run_1/clock_map.png
Scale: 12 px per um.
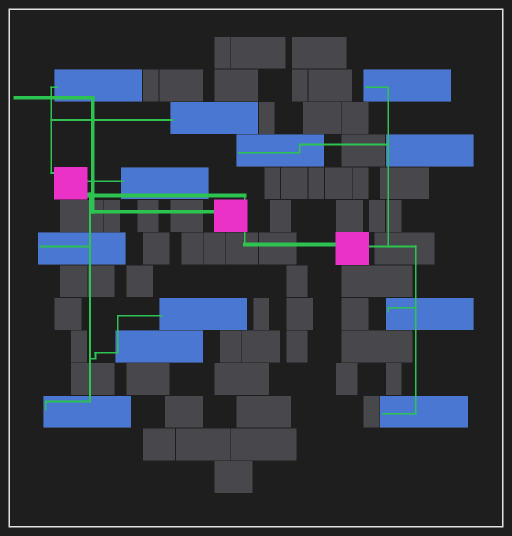
run_1/gate_families.png
Scale: 8 px per um.
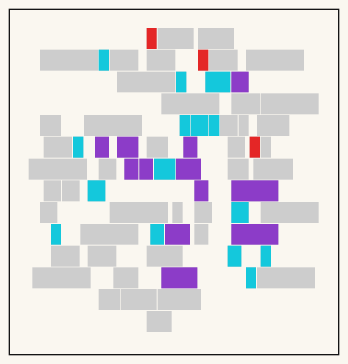
run_1/wire_density.png
Scale: 8 px per um. 8 x 9 tiles, from white (low) to dark blue (high), scaled to the fullest tile. Values are wire area over tile area, all layers added.
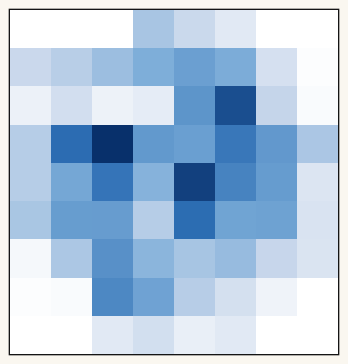
## src/rtl/lsz_rebuild_pkg.sv

```systemverilog
// ============================================================================
//  Module      : lsz_rebuild_pkg
//  Description : Shared LSZ helpers for the index-stream generator and receiver
//  Revision    : 1.0
// ============================================================================
`default_nettype none

package lsz_rebuild_pkg;

    // Widest count the helpers can describe; counts are zero-extended to this.
    localparam int MAX_W = 32;

    localparam logic [MAX_W-1:0] ALL_ONES = '1;

    typedef enum logic [1:0] {
        BEAT_NONE    = 2'd0,
        BEAT_LEGAL   = 2'd1,
        BEAT_ILLEGAL = 2'd2
    } beat_e;

    // (2 << k) - 1, truncated to width bits.
    function automatic logic [MAX_W-1:0] lsz_mask(input int unsigned k,
                                                  input int unsigned width);
        logic [MAX_W:0] m;
        logic [MAX_W:0] w;
        m = ((MAX_W+1)'(1) << (k + 1)) - (MAX_W+1)'(1);
        w = ((MAX_W+1)'(1) << width) - (MAX_W+1)'(1);
        return MAX_W'(m & w);
    endfunction

    // k is legal when every bit below k is set and bit k is clear,
    // except that the top index may also wrap an all-ones count.
    function automatic logic lsz_legal(input logic [MAX_W-1:0] cnt,
                                       input int unsigned      k,
                                       input int unsigned      width);
        logic [MAX_W-1:0] low;
        logic [MAX_W-1:0] full;
        logic             low_ok;
        logic             bit_k;
        logic             is_full;
        if (k >= width) begin
            return 1'b0;
        end
        low     = lsz_mask(k, width) >> 1;
        full    = lsz_mask(width - 1, width);
        low_ok  = (cnt & low) == low;
        bit_k   = ((cnt >> k) & MAX_W'(1)) != '0;
        is_full = (cnt & full) == full;
        return low_ok && (!bit_k || ((k == width - 1) && is_full));
    endfunction

endpackage

`default_nettype wire

```

## src/rtl/lsz_rebuild_if.sv

```systemverilog
// ============================================================================
//  Module      : lsz_rebuild_if
//  Description : Index-stream input and rebuilt-count output bundle
//  Revision    : 1.0
// ============================================================================
`default_nettype none

interface lsz_rebuild_if #(
    parameter int BITWIDTH    = 4,
    parameter int LOGBITWIDTH = $clog2(BITWIDTH)
);
    logic                   in_valid;
    logic                   in_ready;
    logic [LOGBITWIDTH-1:0] idx;
    logic                   out_valid;
    logic                   out_ready;
    logic [BITWIDTH-1:0]    cnt;
    logic                   wrap;
    logic                   err;
    logic [LOGBITWIDTH-1:0] err_idx;
    logic [LOGBITWIDTH:0]   err_cnt;

    modport master (
        output in_valid, idx, out_ready,
        input  in_ready, out_valid, cnt, wrap, err, err_idx, err_cnt
    );

    modport slave (
        input  in_valid, idx, out_ready,
        output in_ready, out_valid, cnt, wrap, err, err_idx, err_cnt
    );
endinterface

`default_nettype wire

```

## src/rtl/lsz_rebuild_check.sv

```systemverilog
// ============================================================================
//  Module      : lsz_rebuild_check
//  Description : Combinational legality and next-count for one LSZ index
//  Revision    : 1.0
// ============================================================================
`default_nettype none

module lsz_rebuild_check
    import lsz_rebuild_pkg::*;
#(
    parameter int BITWIDTH    = 4,
    parameter int LOGBITWIDTH = $clog2(BITWIDTH)
) (
    input  wire logic [BITWIDTH-1:0]    cnt,
    input  wire logic [LOGBITWIDTH-1:0] idx,
    output logic                        legal,
    output logic [BITWIDTH-1:0]         next_cnt,
    output logic                        wrap
);

    logic [31:0] w_k;

    always_comb begin
        w_k      = 32'(idx);
        legal    = lsz_legal(MAX_W'(cnt), w_k, BITWIDTH);
        next_cnt = cnt ^ BITWIDTH'(lsz_mask(w_k, BITWIDTH));
        wrap     = (cnt == ALL_ONES[BITWIDTH-1:0]);
    end

endmodule

`default_nettype wire

```

## src/rtl/lsz_rebuild.sv

```systemverilog
// ============================================================================
//  Module      : lsz_rebuild
//  Description : Rebuilds a unary-generator count from its LSZ index stream
//  Revision    : 1.0
// ============================================================================
`default_nettype none

module lsz_rebuild
    import lsz_rebuild_pkg::*;
#(
    parameter int BITWIDTH    = 4,
    parameter int LOGBITWIDTH = $clog2(BITWIDTH)
) (
    input  wire logic    clk,
    input  wire logic    rst,
    input  wire logic    clr,
    lsz_rebuild_if.slave bus
);

    localparam logic [LOGBITWIDTH:0] ERR_SAT = '1;

    logic                   w_legal;
    logic                   w_wrap;
    logic [BITWIDTH-1:0]    w_next;
    beat_e                  w_beat;

    logic [BITWIDTH-1:0]    r_cnt;
    logic                   r_valid;
    logic                   r_wrap;
    logic                   r_err;
    logic [LOGBITWIDTH-1:0] r_err_idx;
    logic [LOGBITWIDTH:0]   r_err_cnt;

    lsz_rebuild_check #(
        .BITWIDTH    (BITWIDTH),
        .LOGBITWIDTH (LOGBITWIDTH)
    ) u_check (
        .cnt      (r_cnt),
        .idx      (bus.idx),
        .legal    (w_legal),
        .next_cnt (w_next),
        .wrap     (w_wrap)
    );

    // Single output register, no skid: only accept when the slot is free or draining.
    assign bus.in_ready = ~rst & ~clr & (~r_valid | bus.out_ready);

    always_comb begin
        w_beat = BEAT_NONE;
        if (bus.in_valid && bus.in_ready) begin
            w_beat = w_legal ? BEAT_LEGAL : BEAT_ILLEGAL;
        end
    end

    always_ff @(posedge clk) begin
        if (rst || clr) begin
            r_cnt     <= '0;
            r_valid   <= 1'b0;
            r_wrap    <= 1'b0;
            r_err     <= 1'b0;
            r_err_idx <= '0;
            r_err_cnt <= '0;
        end else begin
            case (w_beat)
                BEAT_LEGAL: begin
                    r_cnt   <= w_next;
                    r_valid <= 1'b1;
                    r_wrap  <= w_wrap;
                end
                BEAT_ILLEGAL: begin
                    // Rejected beats leave the count and output slot alone.
                    if (r_valid && bus.out_ready) begin
                        r_valid <= 1'b0;
                        r_wrap  <= 1'b0;
                    end
                    r_err <= 1'b1;
                    if (!r_err) begin
                        r_err_idx <= bus.idx;
                    end
                    if (r_err_cnt != ERR_SAT) begin
                        r_err_cnt <= r_err_cnt + 1'b1;
                    end
                end
                default: begin
                    if (r_valid && bus.out_ready) begin
                        r_valid <= 1'b0;
                        r_wrap  <= 1'b0;
                    end
                end
            endcase
        end
    end

    assign bus.out_valid = r_valid;
    assign bus.cnt       = r_cnt;
    assign bus.wrap      = r_wrap;
    assign bus.err       = r_err;
    assign bus.err_idx   = r_err_idx;
    assign bus.err_cnt   = r_err_cnt;

endmodule

`default_nettype wire

```

## src/flat_wrapper.sv

```systemverilog
// flat-port wrapper written by rule: the top's interface ports become plain ports
module lsz_rebuild_flat import lsz_rebuild_pkg::*;
#(
    parameter int BITWIDTH    = 4,
    parameter int LOGBITWIDTH = $clog2(BITWIDTH)
)
  (clk, rst, clr, bus_in_valid, bus_idx, bus_out_ready, bus_in_ready, bus_out_valid, bus_cnt, bus_wrap, bus_err, bus_err_idx, bus_err_cnt);
  lsz_rebuild_if #(.BITWIDTH(BITWIDTH), .LOGBITWIDTH(LOGBITWIDTH)) bus_i ();
  input  wire logic clk;
  input  wire logic rst;
  input  wire logic clr;
  input wire logic [$bits(bus_i.in_valid)-1:0] bus_in_valid;
  input wire logic [$bits(bus_i.idx)-1:0] bus_idx;
  input wire logic [$bits(bus_i.out_ready)-1:0] bus_out_ready;
  output wire logic [$bits(bus_i.in_ready)-1:0] bus_in_ready;
  output wire logic [$bits(bus_i.out_valid)-1:0] bus_out_valid;
  output wire logic [$bits(bus_i.cnt)-1:0] bus_cnt;
  output wire logic [$bits(bus_i.wrap)-1:0] bus_wrap;
  output wire logic [$bits(bus_i.err)-1:0] bus_err;
  output wire logic [$bits(bus_i.err_idx)-1:0] bus_err_idx;
  output wire logic [$bits(bus_i.err_cnt)-1:0] bus_err_cnt;
  assign bus_i.in_valid = bus_in_valid;
  assign bus_i.idx = bus_idx;
  assign bus_i.out_ready = bus_out_ready;
  assign bus_in_ready = bus_i.in_ready;
  assign bus_out_valid = bus_i.out_valid;
  assign bus_cnt = bus_i.cnt;
  assign bus_wrap = bus_i.wrap;
  assign bus_err = bus_i.err;
  assign bus_err_idx = bus_i.err_idx;
  assign bus_err_cnt = bus_i.err_cnt;
  lsz_rebuild #(.BITWIDTH(BITWIDTH), .LOGBITWIDTH(LOGBITWIDTH)) u_core (.clk(clk), .rst(rst), .clr(clr), .bus(bus_i));
endmodule
```

## config.mk

```make
export PLATFORM = sky130hd
export DESIGN_NAME = lsz_rebuild_flat
export DESIGN_NICKNAME = d
export VERILOG_FILES = /design/src/rtl/lsz_rebuild_pkg.sv /design/src/rtl/lsz_rebuild_if.sv /design/src/rtl/lsz_rebuild_check.sv /design/src/rtl/lsz_rebuild.sv /design/src/flat_wrapper.sv
export SDC_FILE = /design/constraint.sdc
export NUM_CORES = 1
export LEC_CHECK = 0
export CORE_AREA = 2 2 39 41
export CTS_CLUSTER_DIAMETER = 150
export DETAILED_ROUTE_END_ITERATION = 8
export DIE_AREA = 0 0 41 43
export DONT_BUFFER_PORTS = 1
export PLACE_DENSITY = 0.65
export SYNTH_ARGS = -nofsm -noshare
export SYNTH_HDL_FRONTEND = slang
export SYNTH_SLANG_ARGS = --single-unit
```

## constraint.sdc

```tcl
create_clock -name clk -period 4.6 [get_ports clk]
set_input_delay 0.92 -clock clk [delete_from_list [all_inputs] [get_ports clk]]
set_output_delay 0.92 -clock clk [all_outputs]
set_load 0.005 [all_outputs]
```

==> run notes, run 1 <==
fresh numbers from the pnr run: gr ovfl total 0, maximum capacitance violations 0, clk tree area frac 5.070%, switching power roughly 0.045 mW, final instance area between 700 and 800 sq um, H-tree lvl count 1, drt drc 0, Top Metal Used met4, AND-OR/OR-AND Cells, Area Fraction between 15 and 20%, CP Class input pin to output port, Post-CTS Hold Fix Bufs 0, Biggest consumer registers, Top area cell types dfxtp_1 35%, mux2i_1 7.4%, o311ai_2 4.8%, combinational power share under 10%, # IOs 20, XOR/XNOR Area Share 0%, largest net degree at the start of global routing 11, Synth Seq Share a little over a third, CTS buffer count 3, R2R Setup Slk ~3000 ps, setup bufs post-CTS 0, ys cells 72, most frequent cells after synthesis 12 x dfxtp_1, 8 x nand2_1, 5 x mux2i_1, Cells after Synth 72, grt met3 use 10.47%, Critical Path RT ~3700 ps, Vias roughly 530, wl on met1 about 600 um, met3 WL around 88 um, Signal buf overhead 0%, Max-area cell share between 30% and 40%, YS warnings 0, DP HPWL 1020 um, Avg Cell Area, Syn 9.454 sq um, FA/HA/MAJ Cells, Area Fraction 3.676%, CP peak stage delay 320 ps, post-layout util 51.72%, fin crit period 2338 ps, # resized after CTS 0, first-pass GRT wire length approximately 2100 um, Mapped Area 680.7 sq um, Power Dens Cells 285.0 nW/um^2, share of layout cells above drive strength 1 around 16%, Area after DPL 679.4 sq um, met2 GRT Util 26.88%, met1 Usage GRT 20.85%, Hold WC Path Type register to register, outcome complete, no violations, Worst path depth 2
-- clock_map.png (at the start) --
clock wires -> green  # length 169 um
cells driving clock nets -> magenta  # count 3
flip-flops -> blue  # count 12
routed clock nets = 4
flops lie = widely spread

-- gate_families.png (at the start) --
inverting AOI/OAI gates -> purple  # cells 12, where centre
NAND gates -> cyan  # cells 15
inverters -> red  # cells 3
Non-Filler Instances: 89
Comb/total area: 56.99%

-- wire_density.png (at the start) --
fullest tile = 0.37
mean over tiles = 0.12
emptiest ninth of the die = south-east
densest ninth of the die = centre
nearly empty tiles = 17%
tiles over half the peak = 31%
GRT Overall Usage: 18.04%
Routed WL: 1338 um

==> inputs of run 2 (changes only) <==
- clock period: 4.6 -> 2.2 ns (I/O delays scaled with it)
==> run notes, run 2 <==
fresh numbers from the pnr run: tap cell count 16, wl on met1 629 um (+2.9%), switching power 0.09359 mW (+110%), invs w/o clock 3, XOR/XNOR Area Share 0% (unchanged), DP HPWL 1038 um (+1.7%), Post-CTS Hold Fix Bufs 0 (unchanged), Top area cell types dfxtp_1 35%, mux2i_1 7.4%, o311ai_2 4.8%, CTS buffer count 3 (unchanged), gr ovfl total 0 (unchanged), met2 GRT Util 26.88% (unchanged), fillers 126, met1 Usage GRT 23.70% (+2.9 points), Cells after Synth 72 (unchanged), grt met3 use 9.424% (-1.0 points), met3 WL 88 um (unchanged), R2R Setup Slk 630 ps (-2380 ps), share of layout cells above drive strength 1 17.57% (+1.1 points), crit path to u_core.bus.cnt[3], Avg Cell Area, Syn 9.454 sq um (unchanged), Power Dens Cells 589.9 nW/um^2 (+110%), setup bufs post-CTS 0 (unchanged), final hold slack roughly 290 ps, most frequent cells after synthesis 12 x dfxtp_1, 8 x nand2_1, 5 x mux2i_1, post-layout util 52.26% (+0.54 points), Worst path depth 4 (+2), CP peak stage delay 410 ps (+90 ps), Area after DPL 686.9 sq um (+1.1%), outcome complete, no violations, drt drc 0 (unchanged), Mapped Area 680.7 sq um (unchanged), AND-OR/OR-AND Cells, Area Fraction 17.65% (unchanged), # IOs 20 (unchanged), Max-area cell share 35.29% (unchanged), Top Metal Used met4, maximum capacitance violations 0 (unchanged), clk tree area frac 5.017% (-0.053 points), YS warnings 0 (unchanged), first-pass GRT wire length 2221 um (+5.9%), Synth Seq Share 35.29% (unchanged), H-tree lvl count 1 (unchanged), Critical Path RT 2400 ps (-1280 ps), CP Class register to register, largest net degree at the start of global routing 11 (unchanged), ys cells 72 (unchanged)
run_2/wire_density.png
Scale: 8 px per um. 8 x 9 tiles, from white (low) to dark blue (high), scaled to the fullest tile. Values are wire area over tile area, all layers added.
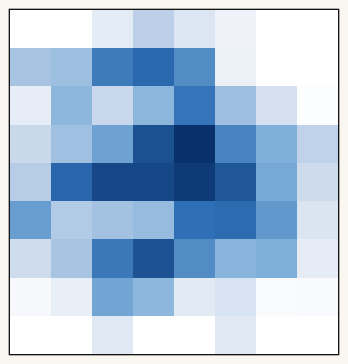
Vias: 550
GRT Overall Usage: 18.73%
Routed WL: 1364 um
WL per Instance: 15.16 um

run_2/gate_families.png
Scale: 8 px per um.
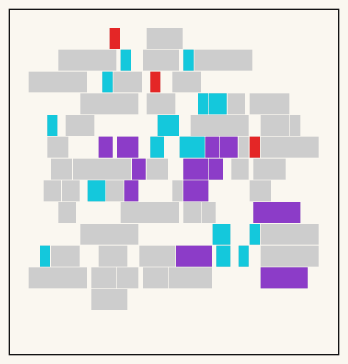
dominant logic cell type in the layout: dfxtp_1
Non-Filler Instances: 90
Comb/total area: 56.40%

run_2/port_nets.png
Scale: 12 px per um.
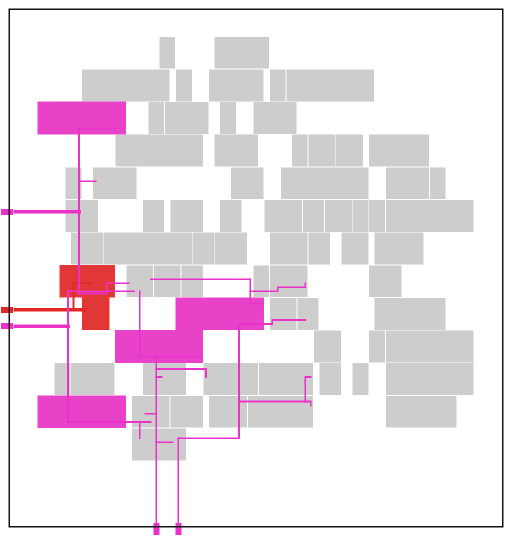
bus_cnt -> magenta  # bits 4, direction output, edge 2 south, 2 west, end cells 4, buffers 0, wire 143 um
rst -> red  # bits 1, direction input, edge west, end cells 3, buffers 0, wire 9.60 um

Power and IR drop assume default switching activity.
